### Clock nets

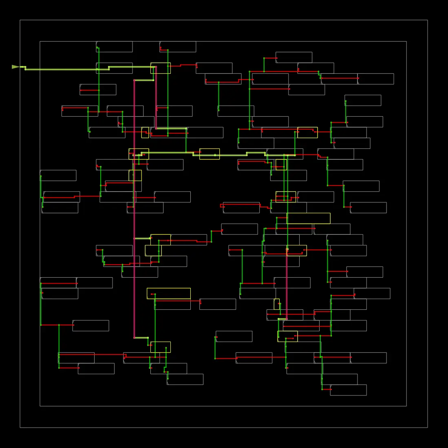
### I/O nets highlighted

Scale: 4 px per um.
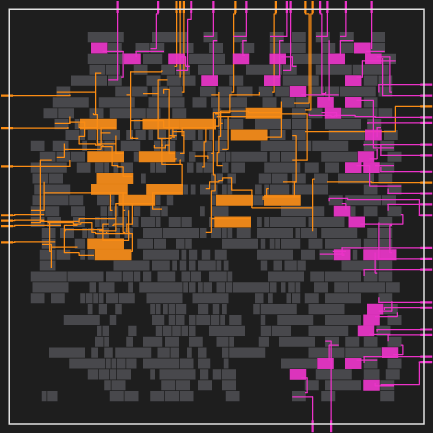
### Selected gate families

Scale: 4 px per um.
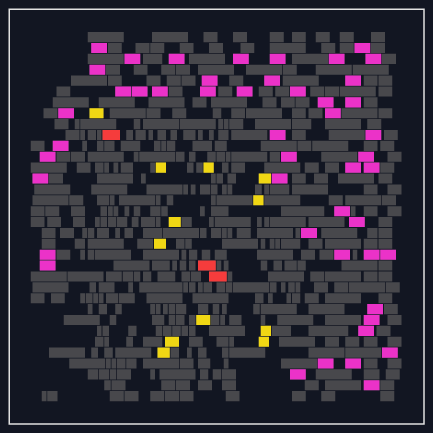
===== config.mk =====
export PLATFORM = sky130hd
export DESIGN_NAME = ram_readback_ctrl
export DESIGN_NICKNAME = d
export VERILOG_FILES = /design/src/rtl/ram_readback_ctrl.sv
export SDC_FILE = /design/constraint.sdc
export NUM_CORES = 1
export LEC_CHECK = 0
export ABC_CLOCK_PERIOD_IN_PS = 6300
export CORE_MARGIN = 5
export CORE_UTILIZATION = 45
export DETAILED_ROUTE_END_ITERATION = 8
export GPL_TIMING_DRIVEN = 0
export PLACE_DENSITY_LB_ADDON = 0.15
export SLEW_MARGIN = 40
export SYNTH_ARGS = -nofsm -noshare
export SYNTH_HDL_FRONTEND = slang
export SYNTH_SLANG_ARGS = --single-unit

===== constraint.sdc =====
create_clock -name clk -period 6.3 [get_ports clk]
set_clock_uncertainty 0.15 [all_clocks]
set_input_delay 1.575 -clock clk [delete_from_list [all_inputs] [get_ports clk]]
set_output_delay 1.575 -clock clk [all_outputs]
set_load 0.05 [all_outputs]

===== src/rtl/ram_readback_ctrl.sv =====
// ram_readback_ctrl: streams a block of words out of a RAM with 1-cycle read latency
// over a valid/ready port. Only one read is in flight at a time, so each word takes 3 cycles.
module ram_readback_ctrl #(
    parameter int RAM_DATA_WIDTH = 32,
    parameter int RAM_ADDR_WIDTH = 16
) (
    input  logic                      clk,
    input  logic                      reset,
    input  logic                      start,
    input  logic [RAM_ADDR_WIDTH-1:0] start_addr,
    input  logic [RAM_ADDR_WIDTH-1:0] word_count,
    input  logic                      abort,
    output logic                      ram_external_control_enable,
    output logic                      external_ram_enable,
    output logic                      external_ram_read_enable,
    output logic                      external_ram_write_enable,
    output logic [RAM_ADDR_WIDTH-1:0] external_ram_addr,
    input  logic [RAM_DATA_WIDTH-1:0] external_ram_read_data,
    output logic [RAM_DATA_WIDTH-1:0] dout,
    output logic [RAM_ADDR_WIDTH-1:0] dout_addr,
    output logic                      dout_valid,
    input  logic                      dout_ready,
    output logic                      busy,
    output logic                      done
);
    typedef enum logic [2:0] {IDLE, ISSUE, CAPTURE, HOLD, DONE} state_t;
    localparam logic [RAM_ADDR_WIDTH-1:0] ONE = RAM_ADDR_WIDTH'(1);
    state_t                    state_q, state_d;
    logic [RAM_ADDR_WIDTH-1:0] addr_q, remaining_q, dout_addr_q;
    logic [RAM_DATA_WIDTH-1:0] dout_q;
    logic                      dout_valid_q, port_q, read_q, busy_q, done_q;
    logic                      accept, handshake;
    assign accept    = state_q == IDLE && start && !abort && word_count != '0;
    assign handshake = state_q == HOLD && dout_valid_q && dout_ready && !abort;
    always_comb begin
        state_d = state_q;
        case (state_q)
            IDLE:    state_d = (start && !abort) ? ((word_count == '0) ? DONE : ISSUE) : IDLE;
            ISSUE:   state_d = CAPTURE;
            CAPTURE: state_d = HOLD;
            HOLD:    state_d = !handshake ? HOLD : (remaining_q == ONE) ? DONE : ISSUE;
            DONE:    state_d = IDLE;
            default: state_d = IDLE;
        endcase
        if (abort && state_q != IDLE) state_d = IDLE;
    end
    // Outputs are registered from the next state so they line up with the state they describe.
    always_ff @(posedge clk or negedge reset) begin
        if (!reset) begin
            state_q      <= IDLE;
            addr_q       <= '0;
            remaining_q  <= '0;
            dout_q       <= '0;
            dout_addr_q  <= '0;
            dout_valid_q <= 1'b0;
            port_q       <= 1'b0;
            read_q       <= 1'b0;
            busy_q       <= 1'b0;
            done_q       <= 1'b0;
        end else begin
            state_q      <= state_d;
            port_q       <= state_d inside {ISSUE, CAPTURE, HOLD};
            read_q       <= state_d == ISSUE;
            busy_q       <= state_d != IDLE;
            done_q       <= state_d == DONE;
            dout_valid_q <= state_d == HOLD;
            if (accept) begin
                addr_q      <= start_addr;
                remaining_q <= word_count;
            end
            if (handshake) begin
                addr_q      <= addr_q + ONE;
                remaining_q <= remaining_q - ONE;
            end
            if (state_q == CAPTURE && !abort) begin
                dout_q      <= external_ram_read_data;
                dout_addr_q <= addr_q;
            end
        end
    end
    assign ram_external_control_enable = port_q;
    assign external_ram_enable         = port_q;
    assign external_ram_read_enable    = read_q;
    assign external_ram_write_enable   = 1'b0;
    assign external_ram_addr           = addr_q;
    assign dout                        = dout_q;
    assign dout_addr                   = dout_addr_q;
    assign dout_valid                  = dout_valid_q;
    assign busy                        = busy_q;
    assign done                        = done_q;
endmodule

==> run summary <==
run results: chip width 103 um, Num CTS Buffers 9, RSZ-0062 raised after global routing no, first-pass GRT wire length 16,800 um, Main synth FF type dfrtp_1, First-pass DRT Iterations 5, WL met1 4550 um, status completed, delay-heaviest family, CP buffers and inverters, synth-to-layout area growth 45.3%, required time of the critical path 6.39 ns, overall power 2640 uW, worst hold path depth 1, final WL 10,800 um, M3 GR Usage 4.56%, DR top layer met4, Setup CP Type in2reg, post-synthesis cell count 344, vias in the first global route 3,326, hold_ws 0.359 ns, Dominant cell area share 56.2%, worst setup path endpoint dout_addr[14]$_DFFE_PN0P_, Comb area share 28.8%, max capacitance violation total 0, CTS root buf clkbuf_8, M1 GR Usage 27.3%, final hold viol count 0, register share after synthesis 56.2%, CP startpoint abort, PwrDens 464 nW/um2, reg2reg setup slack 3.63 ns, Reg area 2200 um2, Clock Tree Buf Depth 2, ys cells 344, Max VDD drop 0.274 mV, detailed-route DRC error count 0, CLK BUF 10, switching share of power 44.4%, met2 Use GR 33.0%, clock slew at reported path FFs 0.09 ns, Mapped Area 3920 um2, setup TNS 0 ns, CTS H-tree lvls 3, critical path buffer and inverter count 3, Max FO, Critical Path 10, Flop pwr share 34.2%, Tool Warnings 27, Multi-In Gates 237, FMAX 256 MHz, fill count 720, Yosys Chip Area 3920 um2, Final clock-cell share 3.87%, HP Class reg2reg, period utilization 62.1%, Finished Core Util 66.3%, Hold-fix buffers, CTS 0, Critical Path End Type flop, layer carrying the most global-route usage met2, area leader, netlist dfrtp_1, Synth area leaders dfrtp_1, mux2_2, nor2_1, Largest register FFs 32, syn_area_per_cell 11.4 um2, layout cells sized above 1 15.2%, cell count of the worst reg-to-reg path 6, DP Wirelength 8050 um, fp util 45.6%, WP depth 7, crit-path cells clkdlybuf4s50_1 > nor2_1 > nand2_1 > nor2_1 > buf_1 > clkbuf_1 > mux2_2, final setup fails 0, largest net degree at the start of global routing 56, Non-Clock Buffer Area Fraction 26.1%, DR WL met2 5090 um, Diodes inserted 0, DR WL/cell 17.8 um, clock share of power 16.2%, Hold Startpoint dout_addr[0]$_DFFE_PN0P_, WHS Endpoint dout_addr[0]$_DFFE_PN0P_, Repair and plain buffers 155, P_int 1470 uW, sequential logic power 904 uW, Slowest cell on crit path clkbuf_1, Core Footprint 8590 um2, P_comb 1310 uW, Reg-to-Reg End dout_addr[14]$_DFFE_PN0P_, minimum clock period 3.91 ns, measured slew at the worst slew-check pin 0.629 ns, Top pwr grp combinational logic, Syn Nets 416, RePlAce Congestion 0.872
Back to the opening pictures, 'Clock nets':
clk_lat worst skew: 0.35 ns
Clk. pwr: 429 uW
CTS Sinks: 88
registers: 88

Back to the opening pictures, 'I/O nets highlighted':
legend:
  external_ram_addr:
    colour: orange
    bits: 16
    direction: output
    edge: 7 left, 7 top, 2 right
    end_cells: 16
    wire: 1,030 um
  external_ram_read_data:
    colour: magenta
    bits: 32
    direction: input
    edge: 19 right, 11 top, 2 bottom
    end_cells: 32
    wire: 719 um
I/O pin cnt: 140
I/O Buffers: 138

Back to the opening pictures, 'Selected gate families':
legend:
  fa/ha/maj cells:
    colour: red
    cells: 3
  mux cells:
    colour: magenta
    cells: 48
    where: widely spread
  non-inverting ao/oa cells:
    colour: yellow
    cells: 12
Layout Cells excl Fill: 607
Commonest Layout Cell: clkdlybuf4s50_1

stage by stage:
stage	area (um2)	cells	setup slack, ns
6_report	5700	607	2.39
4_1_cts	5690	607	2.36
3_3_place_gp	5440	590	0.235
3_5_place_dp	5470	591	1.97
5_1_grt	5700	607	2.13
2_1_floorplan	3920	344	2.91
cell families after synthesis:
| logic type | after synthesis | synth area share (%) |
|---|---|---|
| buf+inv | 19 | 2.23 |
| xor+xnor | 2 | 0.447 |
| flops | 88 | 56.2 |
| compound gates | 64 | 11.2 |
| mux | 48 | 13.8 |
| fa+ha+maj | 3 | 0.958 |
| other cells | 1 | 0.0957 |
| simple gates | 119 | 15.1 |
Power and IR drop assume default switching activity.
